[src/rtl/dmem_arbiter_if.sv]
// Shared bus between the two requesters, dmem_arbiter and data_memory.
// slave: arbiter view. master: requester/memory environment view.
interface dmem_arbiter_if;
    logic        r0_req,       r1_req;
    logic        r0_we,        r1_we;
    logic [63:0] r0_addr,      r1_addr;
    logic [63:0] r0_wdata,     r1_wdata;
    logic        r0_gnt,       r1_gnt;
    logic        r0_rsp_valid, r1_rsp_valid;
    logic [63:0] r0_rdata,     r1_rdata;
    logic        r0_err,       r1_err;
    logic [63:0] mem_address;
    logic [63:0] mem_WriteData;
    logic        mem_MemWrite;
    logic        mem_MemRead;
    logic [63:0] mem_ReadData;

    modport slave (
        input  r0_req, r1_req, r0_we, r1_we, r0_addr, r1_addr, r0_wdata, r1_wdata,
        input  mem_ReadData,
        output r0_gnt, r1_gnt, r0_rsp_valid, r1_rsp_valid, r0_rdata, r1_rdata,
        output r0_err, r1_err,
        output mem_address, mem_WriteData, mem_MemWrite, mem_MemRead
    );

    modport master (
        output r0_req, r1_req, r0_we, r1_we, r0_addr, r1_addr, r0_wdata, r1_wdata,
        output mem_ReadData,
        input  r0_gnt, r1_gnt, r0_rsp_valid, r1_rsp_valid, r0_rdata, r1_rdata,
        input  r0_err, r1_err,
        input  mem_address, mem_WriteData, mem_MemWrite, mem_MemRead
    );
endinterface

[src/rtl/dmem_arbiter.sv]
// dmem_arbiter: two-requester arbiter/sequencer for the single data_memory port.
// One IDLE->ACCESS pass per transaction; completion pulses the cycle after ACCESS.
// Optional macro DMEM_ARB_FIXED_PRIO_EN: requester 0 always wins ties and no
// round-robin pointer exists; default build is round-robin.
module dmem_arbiter #(
    parameter int unsigned DEPTH = 1024
) (
    input logic          clk,
    input logic          rst,
    dmem_arbiter_if.slave bus
);

    typedef enum logic {IDLE, ACCESS} state_t;

    state_t      state, state_next;
    logic        any_req;
    logic        pick;
    logic        win;
    logic        cmd_we;
    logic        cmd_ok;
    logic [63:0] cmd_addr;
    logic [63:0] cmd_wdata;
    logic [63:0] sel_addr;

    assign any_req  = bus.r0_req | bus.r1_req;
    assign sel_addr = pick ? bus.r1_addr : bus.r0_addr;

`ifdef DMEM_ARB_FIXED_PRIO_EN
    // Requester 0 wins whenever it asks.
    always_comb pick = !bus.r0_req;
`else
    logic last;

    // On a tie the requester that did not win last time is chosen.
    always_comb begin
        if (bus.r0_req && bus.r1_req) pick = ~last;
        else                          pick = !bus.r0_req;
    end
`endif

    // State register.
    always_ff @(posedge clk) begin
        if (!rst) state <= IDLE;
        else      state <= state_next;
    end

    // Next state plus grant and memory-port drive (all zero outside ACCESS).
    always_comb begin
        state_next        = state;
        bus.r0_gnt        = 1'b0;
        bus.r1_gnt        = 1'b0;
        bus.mem_address   = '0;
        bus.mem_WriteData = '0;
        bus.mem_MemWrite  = 1'b0;
        bus.mem_MemRead   = 1'b0;
        case (state)
            IDLE: begin
                if (any_req) state_next = ACCESS;
            end
            ACCESS: begin
                state_next        = IDLE;
                bus.r0_gnt        = !win;
                bus.r1_gnt        = win;
                bus.mem_address   = cmd_addr;
                bus.mem_WriteData = cmd_wdata;
                bus.mem_MemWrite  = cmd_ok && cmd_we;
                bus.mem_MemRead   = cmd_ok && !cmd_we;
            end
            default: state_next = IDLE;
        endcase
    end

    // Latch the winner's command and range check when leaving IDLE.
    always_ff @(posedge clk) begin
        if (!rst) begin
            win       <= 1'b0;
            cmd_we    <= 1'b0;
            cmd_ok    <= 1'b0;
            cmd_addr  <= '0;
            cmd_wdata <= '0;
`ifndef DMEM_ARB_FIXED_PRIO_EN
            last      <= 1'b1;
`endif
        end else if (state == IDLE && any_req) begin
            win       <= pick;
            cmd_we    <= pick ? bus.r1_we : bus.r0_we;
            cmd_ok    <= sel_addr < 64'(DEPTH);
            cmd_addr  <= sel_addr;
            cmd_wdata <= pick ? bus.r1_wdata : bus.r0_wdata;
`ifndef DMEM_ARB_FIXED_PRIO_EN
            last      <= pick;
`endif
        end
    end

    // Completion: one-cycle response to the ACCESS winner, zero otherwise.
    always_ff @(posedge clk) begin
        if (!rst) begin
            bus.r0_rsp_valid <= 1'b0;
            bus.r1_rsp_valid <= 1'b0;
            bus.r0_rdata     <= '0;
            bus.r1_rdata     <= '0;
            bus.r0_err       <= 1'b0;
            bus.r1_err       <= 1'b0;
        end else begin
            bus.r0_rsp_valid <= 1'b0;
            bus.r1_rsp_valid <= 1'b0;
            bus.r0_rdata     <= '0;
            bus.r1_rdata     <= '0;
            bus.r0_err       <= 1'b0;
            bus.r1_err       <= 1'b0;
            if (state == ACCESS) begin
                if (win) begin
                    bus.r1_rsp_valid <= 1'b1;
                    bus.r1_rdata     <= (cmd_ok && !cmd_we) ? bus.mem_ReadData : '0;
                    bus.r1_err       <= !cmd_ok;
                end else begin
                    bus.r0_rsp_valid <= 1'b1;
                    bus.r0_rdata     <= (cmd_ok && !cmd_we) ? bus.mem_ReadData : '0;
                    bus.r0_err       <= !cmd_ok;
                end
            end
        end
    end

endmodule

[src/flat_wrapper.sv]
// flat-port wrapper written by rule: the top's interface ports become plain ports
module dmem_arbiter_flat 
#(
    parameter int unsigned DEPTH = 1024
)
  (clk, rst, bus_r0_req, bus_r1_req, bus_r0_we, bus_r1_we, bus_r0_addr, bus_r1_addr, bus_r0_wdata, bus_r1_wdata, bus_mem_ReadData, bus_r0_gnt, bus_r1_gnt, bus_r0_rsp_valid, bus_r1_rsp_valid, bus_r0_rdata, bus_r1_rdata, bus_r0_err, bus_r1_err, bus_mem_address, bus_mem_WriteData, bus_mem_MemWrite, bus_mem_MemRead);
  dmem_arbiter_if bus_i ();
  input logic clk;
  input logic rst;
  input wire logic [$bits(bus_i.r0_req)-1:0] bus_r0_req;
  input wire logic [$bits(bus_i.r1_req)-1:0] bus_r1_req;
  input wire logic [$bits(bus_i.r0_we)-1:0] bus_r0_we;
  input wire logic [$bits(bus_i.r1_we)-1:0] bus_r1_we;
  input wire logic [$bits(bus_i.r0_addr)-1:0] bus_r0_addr;
  input wire logic [$bits(bus_i.r1_addr)-1:0] bus_r1_addr;
  input wire logic [$bits(bus_i.r0_wdata)-1:0] bus_r0_wdata;
  input wire logic [$bits(bus_i.r1_wdata)-1:0] bus_r1_wdata;
  input wire logic [$bits(bus_i.mem_ReadData)-1:0] bus_mem_ReadData;
  output wire logic [$bits(bus_i.r0_gnt)-1:0] bus_r0_gnt;
  output wire logic [$bits(bus_i.r1_gnt)-1:0] bus_r1_gnt;
  output wire logic [$bits(bus_i.r0_rsp_valid)-1:0] bus_r0_rsp_valid;
  output wire logic [$bits(bus_i.r1_rsp_valid)-1:0] bus_r1_rsp_valid;
  output wire logic [$bits(bus_i.r0_rdata)-1:0] bus_r0_rdata;
  output wire logic [$bits(bus_i.r1_rdata)-1:0] bus_r1_rdata;
  output wire logic [$bits(bus_i.r0_err)-1:0] bus_r0_err;
  output wire logic [$bits(bus_i.r1_err)-1:0] bus_r1_err;
  output wire logic [$bits(bus_i.mem_address)-1:0] bus_mem_address;
  output wire logic [$bits(bus_i.mem_WriteData)-1:0] bus_mem_WriteData;
  output wire logic [$bits(bus_i.mem_MemWrite)-1:0] bus_mem_MemWrite;
  output wire logic [$bits(bus_i.mem_MemRead)-1:0] bus_mem_MemRead;
  assign bus_i.r0_req = bus_r0_req;
  assign bus_i.r1_req = bus_r1_req;
  assign bus_i.r0_we = bus_r0_we;
  assign bus_i.r1_we = bus_r1_we;
  assign bus_i.r0_addr = bus_r0_addr;
  assign bus_i.r1_addr = bus_r1_addr;
  assign bus_i.r0_wdata = bus_r0_wdata;
  assign bus_i.r1_wdata = bus_r1_wdata;
  assign bus_i.mem_ReadData = bus_mem_ReadData;
  assign bus_r0_gnt = bus_i.r0_gnt;
  assign bus_r1_gnt = bus_i.r1_gnt;
  assign bus_r0_rsp_valid = bus_i.r0_rsp_valid;
  assign bus_r1_rsp_valid = bus_i.r1_rsp_valid;
  assign bus_r0_rdata = bus_i.r0_rdata;
  assign bus_r1_rdata = bus_i.r1_rdata;
  assign bus_r0_err = bus_i.r0_err;
  assign bus_r1_err = bus_i.r1_err;
  assign bus_mem_address = bus_i.mem_address;
  assign bus_mem_WriteData = bus_i.mem_WriteData;
  assign bus_mem_MemWrite = bus_i.mem_MemWrite;
  assign bus_mem_MemRead = bus_i.mem_MemRead;
  dmem_arbiter #(.DEPTH(DEPTH)) u_core (.clk(clk), .rst(rst), .bus(bus_i));
endmodule
[config.mk]
export PLATFORM = sky130hd
export DESIGN_NAME = dmem_arbiter_flat
export DESIGN_NICKNAME = d
export VERILOG_FILES = /design/src/rtl/dmem_arbiter_if.sv /design/src/rtl/dmem_arbiter.sv /design/src/flat_wrapper.sv
export SDC_FILE = /design/constraint.sdc
export NUM_CORES = 1
export LEC_CHECK = 0
export CORE_AREA = 8 8 225 227
export DETAILED_ROUTE_END_ITERATION = 6
export DIE_AREA = 0 0 233 235
export MAX_ROUTING_LAYER = met4
export PLACE_DENSITY = 0.56
export REMOVE_ABC_BUFFERS = 1
export SLEW_MARGIN = 20
export SYNTH_ARGS = -nofsm -noshare
export SYNTH_HDL_FRONTEND = slang
export SYNTH_SLANG_ARGS = --single-unit
[constraint.sdc]
create_clock -name clk -period 1.8 [get_ports clk]
set_clock_uncertainty 0.1 [all_clocks]
set_input_delay 0.45 -clock clk [delete_from_list [all_inputs] [get_ports clk]]
set_output_delay 0.45 -clock clk [all_outputs]
set_load 0.02 [all_outputs]
==> run_1/congestion_map.png <==
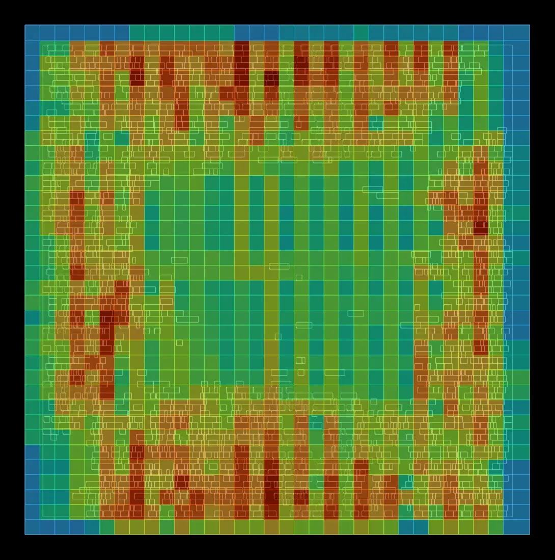
Most Used Layer, Global Route: met2
Final Util: 0.4247
all-layer global routing usage: 0.1801

==> run_1/gates.png <==
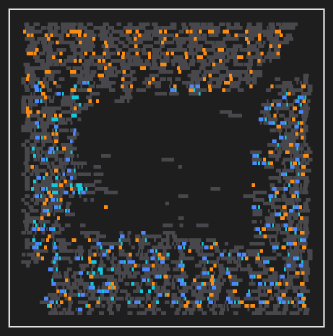
Cyan is nor cells, cells 164, most used nor2_1. Blue is aoi and oai cells, cells 136, most used a311oi_1. Orange is and/or cells, cells 268, most used and3_1, where widely spread.

==> run_1/m3.png <==
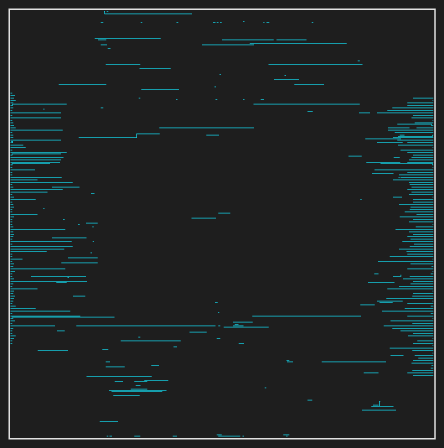
The layer holds 7.1% of the routed length. The wires run mostly horizontal. The longest straight run is 76.1 um. The layer carries 3820 um of wire. 285 nets have wire on it.

==> results.toml, run 1 <==
# generated from flow reports
[run_status]
status = "finished, violations left"
violations = "negative setup slack"

[critical_path]
r2r_slack_ns = 0.01
endpoint_kind = "output port"
cp_max_fo = 8
worst-setup-path-type = "flip-flop to output port"

[logic_synthesis]
synth_flops = 265
synth_area_leader_cell = "dfxtp_1"
ys_area_um2 = 10330
synth_area_per_cell_um2 = 8.469
ys_seq_frac = 0.5134
netlist_instances = 1220

[min_path]
min_path_type = "input port to flip-flop"

[final_timing]
whs_ns = 0.2112
clock.fmax_mhz = 468.3
fin_setup_tns_ns = -40.16
worstMarginPinSlew_ns = 0.5796
hold_viol = 0
setup-violations-final = 132
setup_ws_ns = -0.3352

[cts]
cts_tree = "done"
clkSlewWorstSetupHoldPaths_ns = 0.06
clock_latency_ns = 0.59
numCtsBuffers = 31

[place]
placed_cell_area_um2 = 17790
hpwl_um = 39120
dp_slack_ns = -0.7515

[job]
warning_count = 27
cap_violations = 0

[grt]
grt-ovfl-total = 0
grt_first_pass_wirelength_um = 73950

[pwr]
p_leak_nw = 10.81

[cells_and_area]
nets = 2215
final_cell_area_um2 = 20020

[die]
die_x_um = 233
initial_core_util = 0.2192
row_count = 80
design.core.area_um2 = 47150
chipArea_um2 = 54760

[routing]
drt_iter0_drc = 552
==> run 1: flip-flops by register name (all words and copies together), names as in the netlist, 64 cells and up <==
signal and flops:
u_core.cmd_wdata 64, u_core.bus.r1_rdata 64, u_core.bus.r0_rdata 64, u_core.cmd_addr 64
==> run 1: report_power, final <==
part | total [mW] | switching [mW] | leakage, nW | internal (mW)
Combinational | 3.10 | 1.39 | 8.11 | 1.70
Clock | 6.74 | 2.62 | 0.533 | 4.12
Sequential | 6.32 | 0.156 | 2.17 | 6.17
==> run 1: worst paths after layout <==
check / startpoint / endpoint / cells after the start
hold / removal: rst / u_core.last$_SDFFE_PN1P_ / 3
setup reg to reg: u_core.state$_SDFF_PP0_ / u_core.cmd_wdata[44]$_SDFFE_PN0P_ / 9
hold reg to reg: u_core.cmd_addr[54]$_SDFFE_PN0P_ / u_core.cmd_addr[54]$_SDFFE_PN0P_ / 2
setup / recovery: u_core.state$_SDFF_PP0_ / bus_mem_address[32] / 4
==> run 1: cell type report <==
class | count | area [um^2]
Clock buffer | 43 | 880.8
Tap cell | 615 | 769.5
Clock inverter | 12 | 206.4
Antenna cell | 4 | 10.01
Multi-Input combinational cell | 841 | 4796
Timing Repair Buffer | 749 | 8043
Fill cell | 4626 | 27120
Sequential cell | 265 | 5310
Inverter | 1 | 6.256
==> run 1: cell families after synthesis <==
group                  Yosys count  synth area share
AND/OR/NAND/NOR                704            0.3299
flip-flops                     265            0.5134
AND-OR/OR-AND                  136            0.1129
buffers and inverters          115           0.04383
==> run 1: cell usage after synthesis (all sizes together) <==
cell	n
clkbuf	93
a311oi	128
nand3b	2
nor4	24
nor3	5
o221ai	1
o21ai	3
nand2b	1
and2	131
and3	131
buf	21
nand2	268
dfxtp	265
nor2	132
inv	1
a21oi	3
nor2b	3
o22ai	1
nand4	2
or4	5
==> run 1: layer usage <==
metal | global-route usage | vias to the layer above | routed length, um
met5 | - | - | 0
met4 | 0.05783 | 0 | 1674
met3 | 0.04133 | 89 | 3819
met2 | 0.2972 | 410 | 25930
met1 | 0.2148 | 5419 | 21990
li1 | - | 5559 | -
==> run 1: layout by cell type, fill, tap and decap left out, drive strengths merged <==
cell type        n
a21oi            3
a311oi         128
and2           132
and3           131
buf            280
bufinv           5
clkbuf          62
clkdlybuf4s15    4
clkdlybuf4s50  324
clkinv           4
clkinvlp         1
dfxtp          265
diode            4
dlymetal6s2s   122
inv              3
nand2          268
nand2b           1
nand3b           2
nand4            2
nor2           132
nor2b            3
nor3             5
nor4            24
o21ai            3
o221ai           1
o22ai            1
or4              5
==> run 1: critical path: stages, from the launching register on <==
cell and delay, ns:
dfxtp_4 0.38, buf_12 0.15, buf_6 0.15, and2_1 0.16
buf_4 0.15
==> run 1: timing repair <==
action / 4_1_cts / 5_1_grt
cloned: 2 / 13
setup endpoints to repair: 312 / 471
pin swaps: 4 / 55
hold buffers: 0 / 0
gates resized: 783 / 200
buffers inserted: 3 / 10
==> run 1: per-stage QoR <==
step,power (mW),util,instances
2_1_floorplan,7.500,-,1106
3_3_place_gp,9.112,0.3773,2443
3_5_place_dp,9.141,0.3773,2443
4_1_cts,16.03,0.4048,2503
5_1_grt,16.81,0.4246,2529
6_report,16.16,0.4247,2530
--- run 2 (diff from run 1) ---
- clock period: 1.8 -> 2.2 ns (I/O delays scaled with it)
==> run_2/m3.png <==
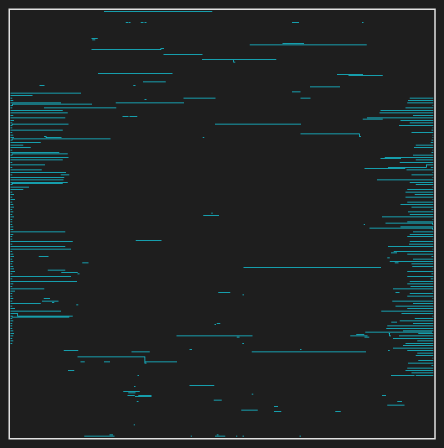
The layer carries 3590 um of wire. 271 nets have wire on it. The wires run mostly horizontal. The layer holds 6.9% of the routed length. The longest straight run is 75.2 um.

==> run_2/port_trees.png <==
Scale bar: 50 um.
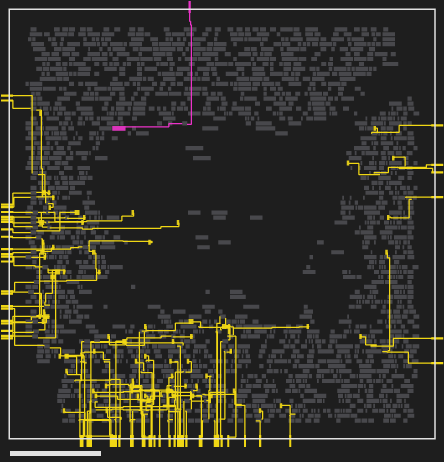
Magenta is bus_r0_err, bits 1, direction output, end cells 1, buffers 1, wire 98.7 um. Yellow is bus_r1_addr, bits 64, direction input, end cells 78, buffers 85, wire 3570 um.

==> run 2 against run 1 <==
Compared with the run above: utilization fell by 1.5 points; synthesized area did not move; highest routed layer unchanged; combinational power fell by 23%; largest power group unchanged; register-to-register slack improved by 0.33 ns; the flow still finishes with violations (negative setup slack).
==> results.toml, run 2 <==
# generated from flow reports
[logic_synthesis]
synth_top_flop_cell = "dfxtp_1"
ys_seq_frac = 0.5134
ys_area_um2 = 10330
synth_async_sr_flop_share = 0
edf_count = 0
synth_area_per_cell_um2 = 8.469
synth_area_leader_cell = "dfxtp_1"

[final_timing]
whs_ns = 0.3920
setup_ws_ns = -0.1120
setup-violations-final = 100
hold_viol = 0
worstMarginPinSlew_ns = 0.7456

[cts]
numCtsBuffers = 31
holdBufCountCts = 0
clock_latency_ns = 0.58

[pwr]
p_leak_nw = 9.259

[run_status]
status = "finished, violations left"
violations = "negative setup slack"

[job]
warning_count = 27

[cells_and_area]
final_common_cell = "clkdlybuf4s50_1"
nets = 2186
utilization = 0.4097
lay_top_cells = "clkdlybuf4s50_1 (361), nand2_1 (267), dfxtp_1 (264), buf_4 (142), and3_1 (131)"

[critical_path]
path_buffers = 4
cp_max_fo = 6
max_stage_delay_ns = 0.38
worst_path_max_delay_cell = "dfxtp_4"
worst_path_most_repeated_cell = "buf_6"
path_delay_family = "buffers and inverters"

[die]
die_x_um = 233
chipArea_um2 = 54760
row_count = 80

[place]
hpwl_um = 39060
-- run 2: final cells by class --
type                       instances  area [um^2]  area share
timing repair buffer             721         7352      0.3806
clock buffer                      41        883.3     0.04573
clock inverter                    17        160.2    0.008291
antenna                            6        15.01   0.0007773
inverter                           1        6.256   0.0003239
multi-input combinational        840         4822      0.2496
tap                              615        769.5     0.03983
sequential                       265         5309      0.2748
-- run 2: timing repair --
item | CTS | global route
cloned | 6 | 5
pin swaps | 13 | 46
resized | 843 | 84
buffers inserted | 10 | 1
endpoints found under the setup margin | 195 | 155
-- run 2: where the power goes --
part	switching, mW	leakage (nW)	internal, mW
clock	2.18	0.514	3.06
sequential	0.139	2.17	5.05
combinational	1.08	6.58	1.31
total	3.41	9.26	9.41
-- run 2: path summary, 6_finish.rpt --
path                                                        start                            endpoint  slack (ns)  cells after the start
worst max-delay path                      u_core.state$_SDFF_PP0_                 bus_mem_address[55]       -0.11                      5
worst min-delay path            u_core.cmd_wdata[61]$_SDFFE_PN0P_   u_core.cmd_wdata[61]$_SDFFE_PN0P_        0.39                      2
worst max register to register            u_core.state$_SDFF_PP0_  u_core.bus.r1_rdata[34]$_SDFF_PN0_        0.34                      8
worst min register to register  u_core.cmd_wdata[61]$_SDFFE_PN0P_   u_core.cmd_wdata[61]$_SDFFE_PN0P_        0.39                      2
-- run 2: worst reg2reg max path: cells and delay by family (launching register included) --
kind / cells / cell delay, ns
and+or+nand+nor: 2 / 0.37
buffers and inverters: 6 / 0.89
DFF: 1 / 0.38
-- run 2: metal layers --
metal | GRT usage | part of all wire | vias to the layer above
met5 | - | 0 | -
met3 | 0.04314 | 0.069 | 66
met2 | 0.3024 | 0.48 | 376
li1 | - | - | 5492
met4 | 0.05006 | 0.024 | 0
met1 | 0.2207 | 0.43 | 5294
-- run 2: cells by family after synthesis --
logic type             after synthesis  synth area share
and+or+nand+nor                    704            0.3299
AOI/OAI and AO/OA                  136            0.1129
DFF                                265            0.5134
buffers and inverters              115           0.04383
-- run 2: metrics by stage --
stage | cells | total power, mW | cell area (um^2)
floorplan | 1106 | 6.136 | 9883
global route | 2504 | 13.38 | 19310
detailed placement | 2421 | 7.440 | 17600
finish | 2506 | 12.82 | 19320
CTS | 2495 | 12.88 | 18980
global placement | 2421 | 7.413 | 17600
--- run 3 (diff from run 2) ---
- CORE_AREA: 8 8 225 227 -> 3 3 226 228
- DIE_AREA: 0 0 233 235 -> 0 0 229 231
- PLACE_DENSITY: 0.56 -> 0.54
- SLEW_MARGIN: 20 -> unset
==> run_3/gates.png <==
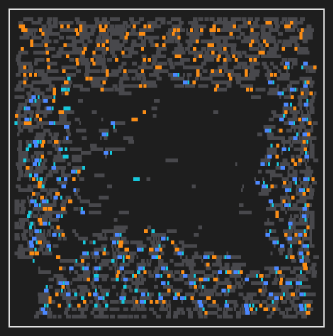
Orange is and/or cells, cells 267, most used and3_1, where widely spread. Cyan is nor cells, cells 164, most used nor2_1, where widely spread. Blue is aoi and oai cells, cells 136, most used a311oi_1, where widely spread.

==> run_3/m3.png <==
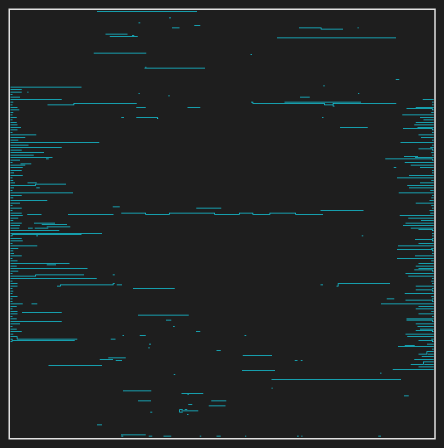
270 nets have wire on it. The layer carries 2950 um of wire. The longest straight run is 69.7 um. The layer holds 6.0% of the routed length. The wires run mostly horizontal.

==> run 3 against run 2 <==
Compared with the run above: the run still ends with negative setup slack left; via count is 0.37% lower; non-clock buffer count decreased by 9; utilization decreased by 2.3 points; largest cell class unchanged; largest power group unchanged.
==> results.toml, run 3 <==
# generated from flow reports
[run_status]
status = "finished, violations left"
violations = "negative setup slack"

[cts]
numCtsBuffers = 34
clock_latency_ns = 0.52

[logic_synthesis]
synth_area_leader_cell = "dfxtp_1"
synth_async_sr_flop_share = 0
logic_family = "simple AND/OR/NAND/NOR gates"
synth_area_per_cell_um2 = 8.469
synth.area.mux_share = 0
xor_share = 0
ys_sh_adder = 0
ys_seq_frac = 0.5134
edf_count = 0
synth_top_flop_cell = "dfxtp_1"
synth.most_common_cell = "nand2_1"
aoi_share = 0.1129
ys_sh_simple = 0.3299

[critical_path]
r2r_end = "u_core.bus.r0_rdata[50]$_SDFF_PP0_"
critPathLaunch = "u_core.state$_SDFF_PP0_"
cp-endpoint = "bus_mem_address[31]"
cp_max_fo = 8
worstSetupStartpointType = "flip-flop"
r2r_slack_ns = 0.30
worst-r2r-cell-count = 3
r2r-start = "u_core.cmd_ok$_SDFFE_PN0P_"

[place]
hpwl_um = 37010
dp.cells = 2470

[grt]
grt_util_met1 = 0.2154
busiest_layer = "met2"
use_met3 = 0.04220
grtUsageMet2 = 0.3038

[job]
warning_count = 30

[final_timing]
worstMarginPinSlew_ns = 0.9755
setup-violations-final = 52
setup_ws_ns = -0.06259
whs_ns = 0.3901

[die]
chipArea_um2 = 52900
row_count = 81
die_x_um = 229

[pwr]
p_leak_nw = 8.187

[cells_and_area]
lay_top_cells = "clkdlybuf4s50_1 (451), nand2_1 (267), dfxtp_1 (264), buf_4 (142), nor2_1 (130)"
final_common_cell = "clkdlybuf4s50_1"
nets = 2180
## run 3: cell counts after synthesis
Identical to the previous run, type by type.
## run 3: worst max-delay path: stages, from the launching register on
cell and delay, ns:
dfxtp_4 0.44, buf_12 0.20, buf_6 0.13, buf_6 0.08, and2_4 0.14, buf_6 0.11
## run 3: report_power, final
part / switching [mW] / total, mW / internal (mW)
Combinational: 1.06 / 2.30 / 1.24
Sequential: 0.125 / 5.17 / 5.05
Clock: 2.12 / 5.23 / 3.11
## run 3: final cells by class
cell class,count,area (um^2)
Fill cell,5129,30070
Sequential cell,265,5309
Clock inverter,8,72.57
Antenna cell,5,12.51
Tap cell,664,830.8
Clock buffer,50,952.2
Timing Repair Buffer,712,7096
Multi-Input combinational cell,840,4702
Inverter,1,6.256
## run 3: metrics by stage
step | setup TNS [ns] | util | power, mW | setup slack (ns) | cell area, um^2
detailed placement | -13.93 | 0.3625 | 7.486 | -0.6201 | 17780
finish | -1.007 | 0.3870 | 12.71 | -0.06259 | 18980
floorplan | -880.48 | - | 6.136 | -4.782 | 9883
CTS | -6.583 | 0.3830 | 12.86 | -0.1797 | 18790
global route | -8.522 | 0.3869 | 13.27 | -0.1538 | 18980
global placement | -7.333 | 0.3625 | 7.458 | -0.7390 | 17780
## run 3: cell families after synthesis
family	Yosys count
AND/OR/NAND/NOR	704
flip-flops	265
AND-OR/OR-AND	136
buffers and inverters	115
## run 3: how the worst min path moves through the flow
| stage | from | endpoint | slack, ns | cells past startpoint |
|---|---|---|---|---|
| 2_1_floorplan | u_core.cmd_ok$_SDFFE_PN0P_ | u_core.bus.r1_err$_SDFF_PN0_ | 0.34 | 1 |
| 3_3_place_gp | u_core.cmd_addr[2]$_SDFFE_PN0P_ | u_core.cmd_addr[2]$_SDFFE_PN0P_ | 0.38 | 2 |
| 4_1_cts | u_core.cmd_addr[51]$_SDFFE_PN0P_ | u_core.cmd_addr[51]$_SDFFE_PN0P_ | 0.39 | 2 |
| 6_report | u_core.cmd_addr[45]$_SDFFE_PN0P_ | u_core.cmd_addr[45]$_SDFFE_PN0P_ | 0.39 | 2 |
| 5_1_grt | u_core.cmd_wdata[45]$_SDFFE_PN0P_ | u_core.cmd_wdata[45]$_SDFFE_PN0P_ | 0.40 | 2 |
| 3_5_place_dp | u_core.cmd_addr[51]$_SDFFE_PN0P_ | u_core.cmd_addr[51]$_SDFFE_PN0P_ | 0.39 | 2 |
## run 3: routing by layer
metal  share of wire  vias to the layer above
met2            0.49                      367
met5               0                        -
met1            0.42                     5264
li1                -                     5481
met4           0.030                        0
met3           0.060                       75
## run 3: repair_timing
action                     in CTS  in global routing
gates cloned                    3                  3
setup endpoints to repair     139                120
pin swaps                       8                 12
hold buffers                    0                  0
buffers inserted                4                  3
gates resized                 699                 75
Power and IR drop assume default switching activity.
